==> config.mk <==
export PLATFORM = sky130hd
export DESIGN_NAME = debug_unit_flat
export DESIGN_NICKNAME = d
export VERILOG_FILES = /design/src/rtl/debug_pkg.sv /design/src/rtl/debug_unit_if.sv /design/src/rtl/debug_tx_serializer.sv /design/src/rtl/debug_unit.sv /design/src/flat_wrapper.sv
export SDC_FILE = /design/constraint.sdc
export NUM_CORES = 1
export LEC_CHECK = 0
export ABC_AREA = 1
export CAP_MARGIN = 30
export CORE_ASPECT_RATIO = 0.75
export CORE_MARGIN = 3
export CORE_UTILIZATION = 45
export CTS_CLUSTER_SIZE = 24
export DETAILED_ROUTE_END_ITERATION = 12
export GPL_ROUTABILITY_DRIVEN = 0
export SETUP_SLACK_MARGIN = 0.1
export SLEW_MARGIN = 40
export SYNTH_ARGS = -nofsm -noshare
export SYNTH_HDL_FRONTEND = slang
export SYNTH_SLANG_ARGS = --single-unit
==> constraint.sdc <==
create_clock -name clock -period 2.15 [get_ports clock]
set_input_delay 0.43 -clock clock [delete_from_list [all_inputs] [get_ports clock]]
set_output_delay 0.43 -clock clock [all_outputs]
set_load 0.01 [all_outputs]
**Clock distribution**

Scale: 3 px per um.
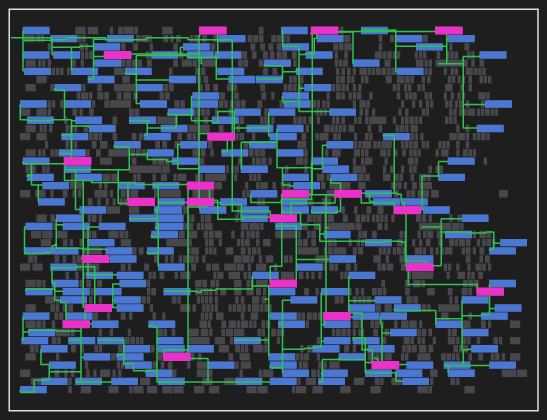
legend:
  clock wires:
    colour: green
    length: 2,720 um
  flip-flops:
    colour: blue
    count: 204
  clock-net drivers:
    colour: magenta
    count: 22
routed clock nets: 23
flops lie: spread over the die
fraction of power consumed by the clock network: 0.330
worst clock skew: 8.58 ps
Latency at later pin: 500 ps

**Routing congestion**

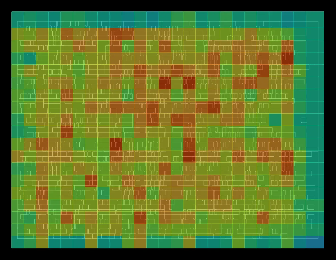
met3 track demand over resource in global routing: 0.0422
combined global-route utilization of all metal layers: 0.218

==> Implementation_results.wiki <==
== Implementation results ==
{| class="wikitable"
! Metric !! Value
|-
| Result of the run || complete, no violations
|-
| Row cnt || 45
|-
| Area Overhead vs Synth || 24.7%
|-
| Worst setup timing slack at the placement stage || -113 ps
|-
| Library cell occupying the most area in the post-synthesis netlist || dfrtp_1
|-
| Routed WL per cell || 15.2 um
|-
| Non-clock buffers || 152
|-
| Buffers inserted by post-CTS timing repair || 0
|-
| VDD IR max || 0.765 mV
|-
| Final critical-path required period || 1920 ps
|-
| Sequential cell count || 204
|-
| Core utilization of the finished layout || 0.585
|-
| Cell area after synthesis || 9730 um^2
|-
| Std-Cell Core Area || 20,700 um^2
|-
| Cell repeated most along the worst path || nand3_1
|-
| Max FFs per register || 48
|-
| Vertical die dimension || 133 um
|-
| Share of the final layout cell area in multi-input gates || 0.329
|-
| # clk buffers || 32
|-
| Yosys Chip Area || 9730 um^2
|-
| Flop+latch power || 4.53 mW
|-
| Post-Layout Inst Area || 12,100 um^2
|}
Power figures rest on the tool's default switching activity, not on a simulated workload.
